Run 1, clock routing:
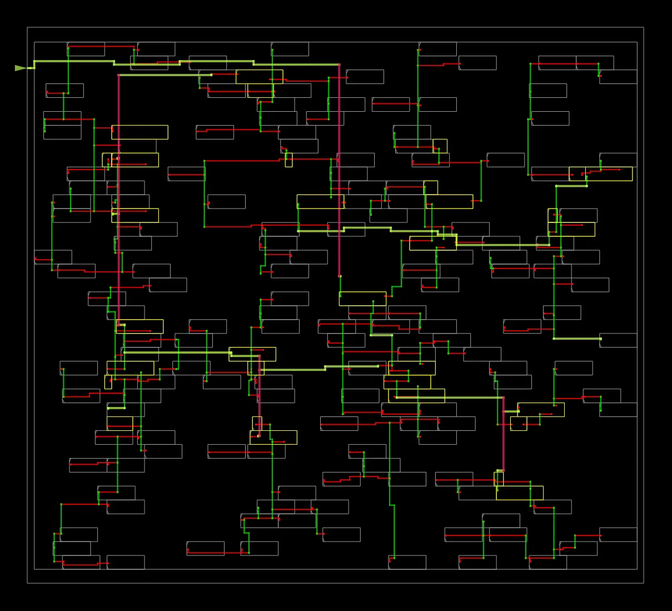
Run 1, where the registers sit:
Other sequential cells in the stronger grey, the rest of the logic in the fainter grey.
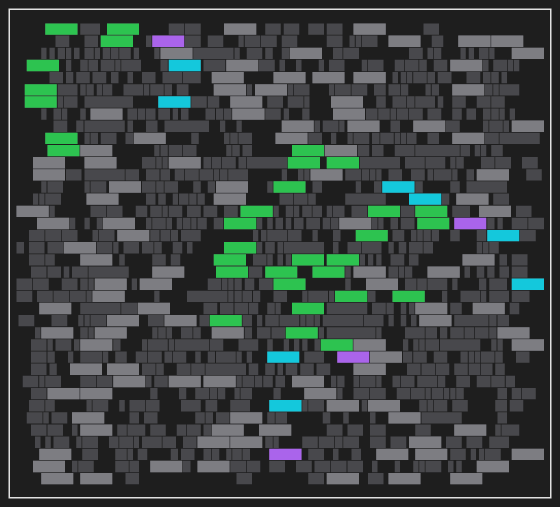
Run 1, supply network:
Pins as bars on the die edge.
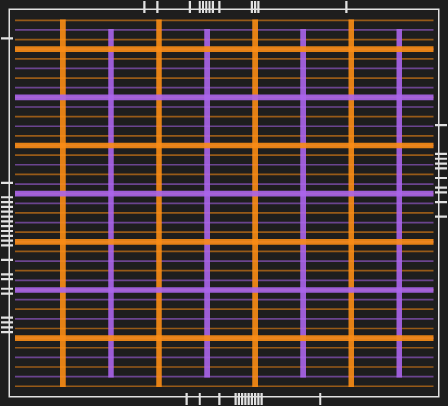
Run 1, logic cells by family:
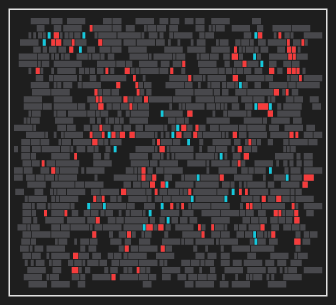
### src/rtl/clk_gen_pkg.sv
// Shared types and helpers for the multi-channel clock generator.
// Channel FSM states, rise-counter width and the half-period clamp.
package clk_gen_pkg;

  typedef enum logic [1:0] {
    OFF  = 2'd0,
    RUN  = 2'd1,
    STOP = 2'd2
  } chan_state_e;

  localparam int RISE_W = 8;

  // A half-period of zero would never toggle, so it is stored as one.
  function automatic logic [31:0] clamp_half(input logic [31:0] half);
    return (half == 32'd0) ? 32'd1 : half;
  endfunction

endpackage

### src/rtl/clk_gen_chan.sv
// One generated clock channel: OFF/RUN/STOP FSM, half-period counter,
// shadow/active half-period registers and a rise-counted reset output.
module clk_gen_chan
  import clk_gen_pkg::*;
#(
  parameter int DIV_W    = 8,
  parameter int DEF_HALF = 1,
  parameter int RST_HOLD = 4
) (
  input  logic             clk,
  input  logic             arst,
  input  logic             ch_en,
  input  logic             cfg_load,
  input  logic [DIV_W-1:0] cfg_half,
  output logic             clk_out,
  output logic             clk_rise,
  output logic             rst_out,
  output logic             pending
);

  localparam logic [DIV_W-1:0]  ONE       = DIV_W'(1);
  localparam logic [DIV_W-1:0]  DEF_VAL   = DIV_W'(DEF_HALF);
  localparam logic [RISE_W-1:0] HOLD_SAT  = RISE_W'(RST_HOLD);
  localparam logic [RISE_W-1:0] HOLD_LAST = RISE_W'(RST_HOLD - 1);

  chan_state_e       state, state_nxt;
  logic [DIV_W-1:0]  cnt, cnt_nxt;
  logic [DIV_W-1:0]  active, active_nxt;
  logic [DIV_W-1:0]  shadow, shadow_nxt;
  logic [DIV_W-1:0]  half_clamped;
  logic [RISE_W-1:0] rise_cnt, rise_cnt_nxt;
  logic              clk_out_nxt, clk_rise_nxt, rst_out_nxt, pending_nxt;
  logic              hit, stop_low, toggle, rise, fall, apply;

  assign half_clamped = DIV_W'(clamp_half(32'(cfg_half)));

  // A low-phase disable goes straight to OFF and suppresses any pending rise.
  assign hit      = (cnt == active - ONE);
  assign stop_low = (state == RUN) && !ch_en && !clk_out;
  assign toggle   = ((state == RUN) && !stop_low && hit) || ((state == STOP) && hit);
  assign rise     = toggle && !clk_out;
  assign fall     = toggle && clk_out;
  // New half-periods take effect only at a falling edge (or while idle),
  // so a high phase is never shortened or stretched mid-way.
  assign apply    = pending && ((state == OFF) || fall);

  // NOTE: sequential state uses non-blocking assignments so every register
  // samples the pre-edge values of the others, independent of statement order.
  always_ff @(posedge clk) begin
    if (arst) state <= OFF;
    else      state <= state_nxt;
  end

  always_comb begin
    state_nxt = state;
    case (state)
      OFF:     if (ch_en) state_nxt = RUN;
      RUN:     if (!ch_en) state_nxt = (clk_out && !fall) ? STOP : OFF;
      STOP:    if (fall) state_nxt = OFF;
      default: state_nxt = OFF;
    endcase
  end

  // NOTE: every signal gets a default before the conditionals; a path that
  // leaves one unassigned would infer a latch.
  always_comb begin
    cnt_nxt      = '0;
    clk_out_nxt  = 1'b0;
    clk_rise_nxt = rise;
    rise_cnt_nxt = rise_cnt;
    rst_out_nxt  = rst_out;
    active_nxt   = apply ? shadow : active;
    shadow_nxt   = cfg_load ? half_clamped : shadow;
    pending_nxt  = cfg_load | (pending & ~apply);

    if ((state != OFF) && (state_nxt != OFF)) begin
      cnt_nxt     = toggle ? '0 : cnt + ONE;
      clk_out_nxt = clk_out ^ toggle;
    end

    if (state == OFF)
      rise_cnt_nxt = '0;
    else if (rise && (rise_cnt != HOLD_SAT))
      rise_cnt_nxt = rise_cnt + RISE_W'(1);

    if ((state_nxt != RUN) || (state == OFF))
      rst_out_nxt = 1'b1;
    else if (rise && (rise_cnt >= HOLD_LAST))
      rst_out_nxt = 1'b0;
  end

  always_ff @(posedge clk) begin
    if (arst) begin
      cnt      <= '0;
      clk_out  <= 1'b0;
      clk_rise <= 1'b0;
      rst_out  <= 1'b1;
      pending  <= 1'b0;
      active   <= DEF_VAL;
      shadow   <= DEF_VAL;
      rise_cnt <= '0;
    end else begin
      cnt      <= cnt_nxt;
      clk_out  <= clk_out_nxt;
      clk_rise <= clk_rise_nxt;
      rst_out  <= rst_out_nxt;
      pending  <= pending_nxt;
      active   <= active_nxt;
      shadow   <= shadow_nxt;
      rise_cnt <= rise_cnt_nxt;
    end
  end

endmodule

### src/rtl/clk_gen_multi.sv
// Multi-channel clock generator: NUM_CH independent divided clocks from clk,
// each with its own half-period, glitch-free stop and rise-counted reset.
module clk_gen_multi #(
  parameter int NUM_CH   = 4,
  parameter int DIV_W    = 8,
  parameter int DEF_HALF = 1,
  parameter int RST_HOLD = 4
) (
  input  logic                    clk,
  input  logic                    arst,
  input  logic [NUM_CH-1:0]       ch_en,
  input  logic [NUM_CH-1:0]       cfg_load,
  input  logic [NUM_CH*DIV_W-1:0] cfg_half,
  output logic [NUM_CH-1:0]       clk_out,
  output logic [NUM_CH-1:0]       clk_rise,
  output logic [NUM_CH-1:0]       rst_out,
  output logic [NUM_CH-1:0]       pending
);

  for (genvar gi = 0; gi < NUM_CH; gi++) begin : g_ch
    clk_gen_chan #(
      .DIV_W   (DIV_W),
      .DEF_HALF(DEF_HALF),
      .RST_HOLD(RST_HOLD)
    ) u_chan (
      .clk     (clk),
      .arst    (arst),
      .ch_en   (ch_en[gi]),
      .cfg_load(cfg_load[gi]),
      .cfg_half(cfg_half[gi*DIV_W +: DIV_W]),
      .clk_out (clk_out[gi]),
      .clk_rise(clk_rise[gi]),
      .rst_out (rst_out[gi]),
      .pending (pending[gi])
    );
  end

endmodule

### config.mk
export PLATFORM = sky130hd
export DESIGN_NAME = clk_gen_multi
export DESIGN_NICKNAME = d
export VERILOG_FILES = /design/src/rtl/clk_gen_pkg.sv /design/src/rtl/clk_gen_chan.sv /design/src/rtl/clk_gen_multi.sv
export SDC_FILE = /design/constraint.sdc
export NUM_CORES = 1
export LEC_CHECK = 0
export CAP_MARGIN = 20
export CORE_ASPECT_RATIO = 0.9
export CORE_UTILIZATION = 58
export CTS_CLUSTER_DIAMETER = 200
export CTS_CLUSTER_SIZE = 10
export DETAILED_ROUTE_END_ITERATION = 10
export MAX_ROUTING_LAYER = met4
export PLACE_DENSITY_LB_ADDON = 0.05
export SYNTH_ARGS = -nofsm -noshare
export SYNTH_HDL_FRONTEND = slang
export SYNTH_SLANG_ARGS = --single-unit
### constraint.sdc
create_clock -name clk -period 3.6 [get_ports clk]
set_input_delay 0.54 -clock clk [delete_from_list [all_inputs] [get_ports clk]]
set_output_delay 0.54 -clock clk [all_outputs]
set_load 0.05 [all_outputs]
==> changes_impl.md, run 1 <==
### Physical design

* Worst Setup Slack, final at 0.479 ns
* DRT Pass-1 Iters at 5
* Total Routing Usage GR at 0.249
* Layout clock area frac at 0.0678
* Crit-path cells: inv_1, ha_1, o21ba_2, a221oi_1, a41oi_1, nor4_4, inv_1, ha_1, nand3b_1, o22ai_1, and2_1, o21ai_1, nor3b_1
* Sequential cell area at 0.00304 mm2
* Worst slew pin tran at 0.883 ns
* Yosys synthesis chip area at 0.00738 mm2
* Synth Flop Type: dfxtp_1
* Tally of OpenROAD warnings at 38
* Clock root cell: clkbuf_16
* Family with the most delay on the worst path: AND-OR/OR-AND gates
* Vias at 5769
* Dpl cell area at 0.00800 mm2
* WHS Path Cells at 1
* Worst Path Buf+Inv at 2
* Invs w/o clock at 32
* Post-synth top area cell: dfxtp_1
* Static Leakage at 3.49 nW
* Io pins at 58
* Critical path depth in cells at 13
* CP Launch Type: register
* Total power at 3.78 mW
* Signal buf overhead at 0.0755
* Max-Slew Margin vs Limit at 0.407
* Setup TNS at 0 ns
* Largest type area fraction at 0.412
* Final Hold Vio Count at 0
* Layout area overhead at 16.4%
* Buffers on Ports at 57
* Hold Path End: g_ch[1].u_chan.rst_out$_SDFFE_PP1P_
* RR Endpoint: g_ch[1].u_chan.cnt[1]$_SDFF_PP0_
* FF-to-FF path depth at 13
* Initial DRC count at 371
* GP Congestion at 0.832
* Syn Nets at 897
* Post-CTS repair timing setup buffer count at 0
* Hold Path Class: register to register
* Clkbuf count at 21
* Yosys warns at 0
* Synth cell count leaders: dfxtp_1, nor2_1, mux2i_1
* DR vias/cell at 5.53
* DIE AREA at 0.0132 mm2
* Clk_skew at 0.0112 ns
* Seq/total area at 0.354
* CP endpoint: g_ch[1].u_chan.cnt[1]$_SDFF_PP0_
* Worst path arrival time at 3.39 ns
* R2r setup slk at 0.48 ns
* Overflow after GRT at 0
* Critical path type: register to register
* Post-route DRC at 0
* Hold_buf cts at 0
* Synth flops at 152
* DP Worst Slack at 0.392 ns
* Non-filler cells in the finished layout at 1044
* Comb. cell area at 0.00399 mm2
* Slowest-stage cell, CP: o21ai_1
* Fp util at 0.604
* Clk buf depth at 2
* Outcome: completed
* Pwr Density at 440 mW/mm2
* Post-Route WL at 14900 um
* Post-synth EDFFs at 0
* Crit path DRT at 3.87 ns
* Max Cap Viol at 0
* Mapped Area at 0.00738 mm2
* Crit path max fanout at 9
* Nets at 941
* RSZ-0062 raised after global routing: false
* CP Launch Point: g_ch[1].u_chan.active[0]$_SDFFE_PP1P_
* Fmax at 0.320 GHz
* Ys async rst share at 0
* Dpl cells at 1012
* Number of buffers created by CTS at 17
* Synth cell types at 51
* CP Capture Type: register
* # Cells Yosys at 827
* Final Instance Area at 0.00859 mm2
* Post-cts gate resize count at 0
* Share of cells above drive strength 1 at 0.0690
* Largest class: logic gates
* Reg2Reg Launch Point: g_ch[1].u_chan.active[0]$_SDFFE_PP1P_
* Ant. Diodes at 0
* H-Tree Level Count at 4
* Buffers, non-clock at 68
* Syn_area_per_cell at 8.92 um2
* Register share after synthesis at 0.412
* Top cells, area: dfxtp_1, mux2i_1, nor2_1
* Number of setup violations in the final report at 0
* Filler Cell Count at 944
* Min-delay src: g_ch[1].u_chan.state[0]$_SDFF_PP0_
* Multi-input gates at 600
* Clock transition at path regs at 0.06 ns
* Initial antenna violation count at 0
* # Taps at 160
* Mapped Cells at 827
* First-pass GRT wire length at 25500 um
* Synth top cell by count: dfxtp_1
* Drt wl/cell at 14.3 um
## Picture notes: 'clock routing'
Flops: 152
Clk power: 1.74 mW
CTS Sinks: 152
clk_lat worst skew: 0.42 ns

## Picture notes: 'where the registers sit'
legend:
  `g_ch.u_chan.rise_cnt`:
    colour: green
    placed_flops: 32
  `g_ch.u_chan.clk_rise`:
    colour: purple
    placed_flops: 4
  `g_ch.u_chan.state`:
    colour: cyan
    placed_flops: 8
not coloured: 108

## Picture notes: 'supply network'
legend:
  VDD:
    colour: purple
  VSS:
    colour: orange
signal pins: 58
met1 rails: 39
rows: 38
width of the die: 121 um
Core Region: 0.0122 mm2
Worst VDD drop: 0.339 mV

## Picture notes: 'logic cells by family'
legend:
  inverters:
    colour: cyan
    cells: 32
    most_used: inv_1
  NAND gates:
    colour: red
    cells: 114
    most_used: nand2_1
    where: spread over the die
Comb/total area: 0.465
most numerous logic cell after layout: dfxtp_1

[run 1: cells by family after synthesis]
kind of cell,Yosys count,synth area share
and+or+nand+nor,338,0.228
DFF,152,0.412
xor gates and xnor gates,87,0.103
AOI/OAI and AO/OA,85,0.0784
buffers and inverters,75,0.0463
muxes,62,0.0841
adders and majority gates,28,0.0475
[run 1: where the power goes]
| group | internal (mW) | switching, mW | total, mW |
|---|---|---|---|
| sequential | 1.72 | 0.0340 | 1.76 |
| clock | 1.06 | 0.686 | 1.74 |
| combinational | 0.133 | 0.148 | 0.281 |
| total | 2.91 | 0.868 | 3.78 |
[run 1: layer usage]
metal | up-vias | track usage | wire (um) | share of wire
li1 | 2913 | - | - | -
met1 | 2707 | 0.298 | 7010 | 0.47
met2 | 123 | 0.411 | 7120 | 0.48
met3 | 26 | 0.0560 | 583 | 0.039
met4 | 0 | 0.0961 | 235 | 0.016
met5 | - | - | 0 | 0
[run 1: registers in the layout (all words and copies together) (netlist names)]
name	flops
g_ch.u_chan.active	32
g_ch.u_chan.clk_out	4
g_ch.u_chan.clk_rise	4
g_ch.u_chan.cnt	32
g_ch.u_chan.pending	4
g_ch.u_chan.rise_cnt	32
g_ch.u_chan.rst_out	4
g_ch.u_chan.shadow	32
g_ch.u_chan.state	8
[run 1: cells in the final DEF (no fill, tap or decap), types with 7 or more instances in the layout]
cell type          n
nor2_1           134
o21ai_1            9
a21oi_1           29
nand4_1           15
and2_1             8
xnor2_1           43
clkbuf_16         17
inv_1             31
nor3_1            22
buf_4             11
nand3_1           36
nand2b_1           8
dfxtp_1          152
nor3b_1            8
and3_1             8
clkdlybuf4s50_1   56
nand2_1           49
o21ai_0           15
nor2b_1            7
xor2_1            44
mux2i_1           62
ha_1              28
nor4_1            14
Run 1, the metal 1 layer:
Supply wires on this layer in grey.
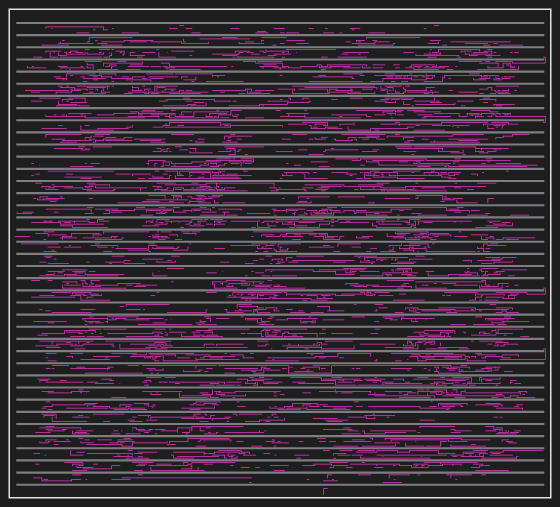

==> run 1 -> run 2 <==
--- a/config.mk
+++ b/config.mk
@@ -7,6 +7,7 @@
 export LEC_CHECK = 0
 export CAP_MARGIN = 20
 export CORE_ASPECT_RATIO = 0.9
+export CORE_MARGIN = 2
 export CORE_UTILIZATION = 58
 export CTS_CLUSTER_DIAMETER = 200
 export CTS_CLUSTER_SIZE = 10
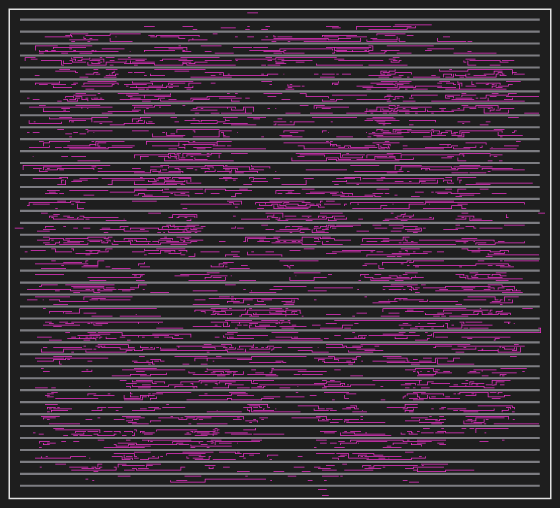
Run 2: the metal 1 layer
Supply wires on this layer in grey.
share of all routed wire: 46%
main direction: horizontal
met1 usage: 0.301
Post-Route WL: 14800 um

==> changes_impl.md, run 2 <==
### Physical design

* Dpl cell area at 0.00801 mm2
* Worst VDD drop at 0.397 mV
* CTS tree: built
* Clock root cell: clkbuf_16
* Post-route DRC at 0
* RSZ-0062 raised after global routing: false
* Vias at 5848
* Hold Path Class: register to register
* Post-cts gate resize count at 0
* DRT Pass-1 Iters at 4
* Core Region at 0.0125 mm2
* Rows at 39
* DIE AREA at 0.0136 mm2
* Fp util at 0.588
* Filler Cell Count at 1002
* Tally of OpenROAD warnings at 38
* Hold_buf cts at 0
* Clk_skew at 0.00694 ns
* Ant. Diodes at 0
* Synth flops at 152
* Nets at 940
* Min Clock Period, post-route at 3.17 ns
* Dpl cells at 1015
* Clock transition at path regs at 0.06 ns
* Slowest-stage cell, CP: or3b_2
* Yosys synthesis chip area at 0.00738 mm2
* Outcome: completed
* # Cells Yosys at 827
* Drt wl/cell at 14.2 um
* Non-filler cells in the finished layout at 1047
* Post-CTS repair timing setup buffer count at 0
* Final Instance Area at 0.00863 mm2
* Post-synth EDFFs at 0
* R2r setup slk at 0.43 ns
* Synth top cell by count: dfxtp_1
* DP Worst Slack at 0.455 ns
* Hpwl dp at 10700 um
* Worst Path Buf+Inv at 1
* Clk buf depth at 2
* Ys async rst share at 0
* Largest stage delay, worst path at 0.44 ns
* H-Tree Level Count at 4
* CP Capture Type: register
* Die H at 111 um
* GP Congestion at 0.896
* Synth cell count leaders: dfxtp_1, nor2_1, mux2i_1
* Pwr Density at 446 mW/mm2
* Mapped Area at 0.00738 mm2
* Largest type area fraction at 0.412
* Syn Nets at 897
* Worst path arrival time at 3.52 ns
* Share of cells above drive strength 1 at 0.0702
* Overflow after GRT at 0
* Top cells, area: dfxtp_1, mux2i_1, nor2_1
* Most numerous logic cells after layout: dfxtp_1, nor2_1, mux2i_1
* Max-slew violations at 0
* Crit path DRT at 3.95 ns
* Initial antenna violation count at 0
* Static Leakage at 3.50 nW
* Number of global-route vias before repair at 5766
* Clk_lat worst skew at 0.42 ns
* First-pass GRT wire length at 25900 um
* Number of setup violations in the final report at 0
* Initial DRC count at 324
* DR vias/cell at 5.59
* Syn_area_per_cell at 8.92 um2
* Post-layout util at 0.688
* Mapped Cells at 827
* Final ANT Viol Nets at 0
* Total power at 3.85 mW
* Max Cap Viol at 0
* Max-Slew Margin vs Limit at 0.394
* Family with the most delay on the worst path: AND-OR/OR-AND gates
* Crit-path cells: inv_1, ha_1, nand3_1, o21ai_0, o21ai_0, a2111oi_4, and2_1, ha_1, or3b_2, a21oi_1, o22a_1, nand2b_1, a21oi_1
* Crit path max fanout at 9
* Synth cell types at 51
* Total Routing Usage GR at 0.240
* Worst slew pin tran at 0.902 ns
* Final Hold Vio Count at 0
* Number of buffers created by CTS at 17
* Io pins at 58
* Setup TNS at 0 ns
* Post-synth top area cell: dfxtp_1
* CP Launch Type: register
* Layout area overhead at 17.0%
* Final period utilization at 0.880
* Worst Setup Slack, final at 0.432 ns
* Pin count of the biggest net entering global routing at 38
* Worst hold margin at 0.465 ns
* Fmax at 0.316 GHz
* Critical path type: register to register
* Register share after synthesis at 0.412
* Most numerous logic cell after layout: dfxtp_1
* CTS Sinks at 152
* Yosys warns at 0
* Synth Flop Type: dfxtp_1
* Buffers on Ports at 57
* Width of the die at 123 um
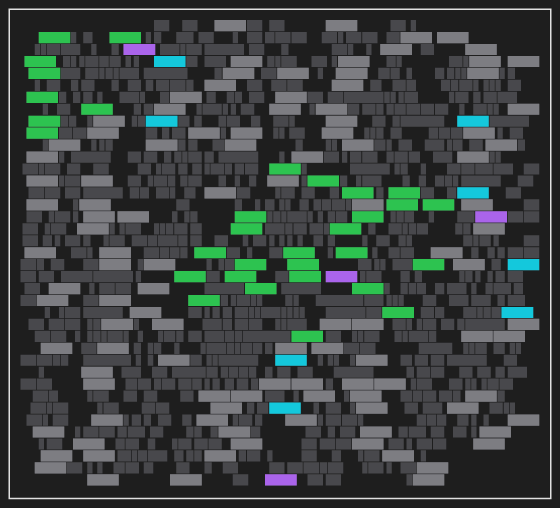
Run 2: where the registers sit
Other sequential cells in the stronger grey, the rest of the logic in the fainter grey.
legend:
  `g_ch.u_chan.rise_cnt`:
    colour: green
    placed_flops: 32
  `g_ch.u_chan.clk_rise`:
    colour: purple
    placed_flops: 4
  `g_ch.u_chan.state`:
    colour: cyan
    placed_flops: 8
not coloured: 108

run 2: power breakdown:
group          total, mW  leakage [nW]  internal, mW  switching (mW)
Combinational      0.282          1.97         0.134           0.148
Sequential          1.75          1.23          1.72          0.0337
Clock               1.81         0.292          1.11           0.700
Total               3.85          3.50          2.97           0.882
run 2: cell type report:
type                            instances  area, um2  area share
Timing Repair Buffer                   67        653      0.0757
Multi-Input combinational cell        600       3990       0.463
Sequential cell                       152       3040       0.353
Clock inverter                         14        175      0.0203
Inverter                               32        120      0.0139
Clock buffer                           18        439      0.0509
Tap cell                              164        205      0.0238
run 2: final timing paths:
kind	end	cells past startpoint	start
max	g_ch[2].u_chan.cnt[4]$_SDFF_PP0_	13	g_ch[2].u_chan.active[0]$_SDFFE_PP1P_
min	g_ch[1].u_chan.rst_out$_SDFFE_PP1P_	1	g_ch[1].u_chan.state[0]$_SDFF_PP0_
max reg2reg	g_ch[2].u_chan.cnt[4]$_SDFF_PP0_	13	g_ch[2].u_chan.active[0]$_SDFFE_PP1P_
min reg2reg	g_ch[1].u_chan.rst_out$_SDFFE_PP1P_	1	g_ch[1].u_chan.state[0]$_SDFF_PP0_
run 2: logic make-up after synthesis:
family	after synthesis	share of synthesized area
simple gates	338	0.228
mux	62	0.0841
buf+inv	75	0.0463
xor+xnor	87	0.103
compound gates	85	0.0784
flops	152	0.412
fa+ha+maj	28	0.0475
run 2: layer usage:
metal / track usage / vias to the layer above / routed length, um
met2: 0.383 / 126 / 7170
li1: - / 2922 / -
met3: 0.0473 / 24 / 604
met5: - / - / 0
met1: 0.301 / 2776 / 6820
met4: 0.0912 / 0 / 234
==> run 2 -> run 3 <==
--- a/config.mk
+++ b/config.mk
@@ -12,6 +12,7 @@
 export CTS_CLUSTER_DIAMETER = 200
 export CTS_CLUSTER_SIZE = 10
 export DETAILED_ROUTE_END_ITERATION = 10
+export HOLD_SLACK_MARGIN = 0.1
 export MAX_ROUTING_LAYER = met4
 export PLACE_DENSITY_LB_ADDON = 0.05
 export SYNTH_ARGS = -nofsm -noshare
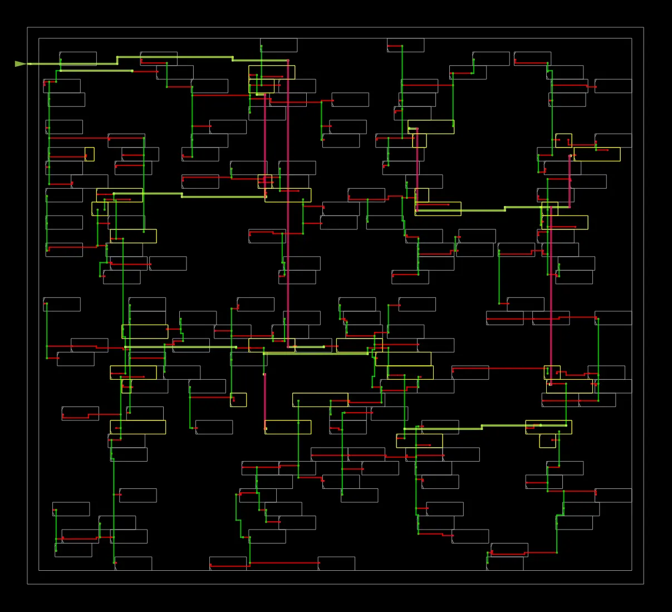
Run 3: clock routing
clk_skew: 0.00694 ns
clkbuf count: 18

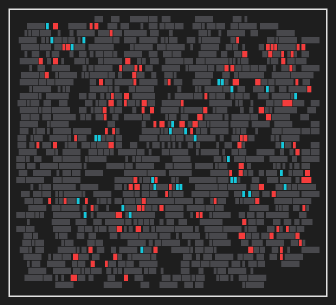
Run 3: logic cells by family
legend:
  NAND gates:
    colour: red
    cells: 114
    most_used: nand2_1
    where: spread over the die
  inverters:
    colour: cyan
    cells: 32
    most_used: inv_1
Comb/total area: 0.463
non-filler cells in the finished layout: 1047

==> changes_impl.md, run 3 <==
### Physical design

* Outcome: completed
* CTS Sinks at 152
* Largest type area fraction at 0.412
* CP Launch Type: register
* Final Hold Vio Count at 0
* Crit path DRT at 3.95 ns
* Ant. Diodes at 0
* Die H at 111 um
* Initial DRC count at 324
* # Cells Yosys at 827
* Rows at 39
* RSZ-0062 raised after global routing: false
* Max-Slew Margin vs Limit at 0.394
* Clk buf depth at 2
* GP Congestion at 0.896
* Tally of OpenROAD warnings at 38
* Vias at 5848
* Worst slew pin tran at 0.902 ns
* Layout area overhead at 17.0%
* Synth Flop Type: dfxtp_1
* Max-slew violations at 0
* Hold Path Class: register to register
* Io pins at 58
* H-Tree Level Count at 4
* Family with the most delay on the worst path: AND-OR/OR-AND gates
* Crit path max fanout at 9
* Pin count of the biggest net entering global routing at 38
* Synth cell types at 51
* Yosys warns at 0
* Number of buffers created by CTS at 17
* DRT Pass-1 Iters at 4
* Static Leakage at 3.50 nW
* R2r setup slk at 0.43 ns
* CTS tree: built
* Register share after synthesis at 0.412
* Final period utilization at 0.880
* CP endpoint: g_ch[2].u_chan.cnt[4]$_SDFF_PP0_
* Clock transition at path regs at 0.06 ns
* Clk_lat worst skew at 0.42 ns
* Min Clock Period, post-route at 3.17 ns
* Post-synth EDFFs at 0
* Initial antenna violation count at 0
* Post-Route WL at 14800 um
* FF-to-FF path depth at 13
* Number of setup violations in the final report at 0
* Crit-path cells: inv_1, ha_1, nand3_1, o21ai_0, o21ai_0, a2111oi_4, and2_1, ha_1, or3b_2, a21oi_1, o22a_1, nand2b_1, a21oi_1
* Ys async rst share at 0
* Slowest-stage cell, CP: or3b_2
* Synth top cell by count: dfxtp_1
* WHS Path Cells at 1
* Critical path type: register to register
* Most numerous logic cell after layout: dfxtp_1
* Post-cts gate resize count at 0
* Total Routing Usage GR at 0.240
* Clock root cell: clkbuf_16
* Worst Path Buf+Inv at 1
* DIE AREA at 0.0136 mm2
* Most numerous logic cells after layout: dfxtp_1, nor2_1, mux2i_1
* Width of the die at 123 um
* Share of cells above drive strength 1 at 0.0702
* Overflow after GRT at 0
* Min-delay src: g_ch[1].u_chan.state[0]$_SDFF_PP0_
* Synth flops at 152
* Critical path depth in cells at 13
* Pwr Density at 446 mW/mm2
* Syn_area_per_cell at 8.92 um2
* Fp util at 0.588
* Synth cell count leaders: dfxtp_1, nor2_1, mux2i_1
* RR Endpoint: g_ch[2].u_chan.cnt[4]$_SDFF_PP0_
* Worst path arrival time at 3.52 ns
* Post-route DRC at 0
* Mapped Area at 0.00738 mm2
* Nets at 940
* Setup TNS at 0 ns
* Post-synth top area cell: dfxtp_1
* Final ANT Viol Nets at 0
* Drt wl/cell at 14.2 um
* Max Cap Viol at 0
* Mapped Cells at 827
* Largest stage delay, worst path at 0.44 ns
* Yosys synthesis chip area at 0.00738 mm2
* CP Capture Type: register
* Worst VDD drop at 0.397 mV
* Top cells, area: dfxtp_1, mux2i_1, nor2_1
* Fmax at 0.316 GHz
* Core Region at 0.0125 mm2
* Hold_buf cts at 0
* Post-CTS repair timing setup buffer count at 0
* Syn Nets at 897
* First-pass GRT wire length at 25900 um
* Hpwl dp at 10700 um
* Total power at 3.85 mW
* Number of global-route vias before repair at 5766
* CP Launch Point: g_ch[2].u_chan.active[0]$_SDFFE_PP1P_
* Reg2Reg Launch Point: g_ch[2].u_chan.active[0]$_SDFFE_PP1P_
* Hold Path End: g_ch[1].u_chan.rst_out$_SDFFE_PP1P_
* Buffers on Ports at 57
* DR vias/cell at 5.59
==> run 3: cell counts after synthesis <==
No cell type changed its count.
==> run 3: area by class of cell <==
| class | count | area, um2 |
|---|---|---|
| repair buffers | 67 | 653 |
| flip-flops and latches | 152 | 3040 |
| clock inverters | 14 | 175 |
| well taps | 164 | 205 |
| multi-input cells | 600 | 3990 |
| inverters | 32 | 120 |
| clock buffers | 18 | 439 |
| fillers | 1002 | 3910 |
==> run 3: metal layers <==
metal | vias up | track usage | routed length (um)
met5 | - | - | 0
met1 | 2776 | 0.301 | 6820
met2 | 126 | 0.383 | 7170
li1 | 2922 | - | -
met4 | 0 | 0.0912 | 234
met3 | 24 | 0.0473 | 604
==> run 3: logic make-up (layout without fill, tap and decap cells) <==
kind of cell / after synthesis / in the layout / share of synthesized area
AND/OR/NAND/NOR: 338 / 338 / 0.228
flip-flops: 152 / 152 / 0.412
XOR/XNOR: 87 / 87 / 0.103
AND-OR/OR-AND: 85 / 85 / 0.0784
buffers and inverters: 75 / 131 / 0.0463
multiplexers: 62 / 62 / 0.0841
adder cells (fa/ha/maj): 28 / 28 / 0.0475
==> run 3: stage by stage <==
stage                     hold WS [ns]  cells   util  worst slack, ns  area, um2
after floorplan                  0.405    827      -            0.645       7380
after global placement           0.431   1015  0.639            0.544       8010
after detailed placement         0.442   1015  0.639            0.455       8010
after CTS                        0.462   1047  0.688            0.438       8630
final                            0.465   1047  0.688            0.432       8630
after global routing             0.483   1047  0.688            0.135       8630
==> run 3: power breakdown <==
part	switching, mW	total [mW]	internal, mW	leakage, nW
Combinational	0.148	0.282	0.134	1.97
Sequential	0.0337	1.75	1.72	1.23
Clock	0.700	1.81	1.11	0.292
Total	0.882	3.85	2.97	3.50
Power and IR drop assume default switching activity.
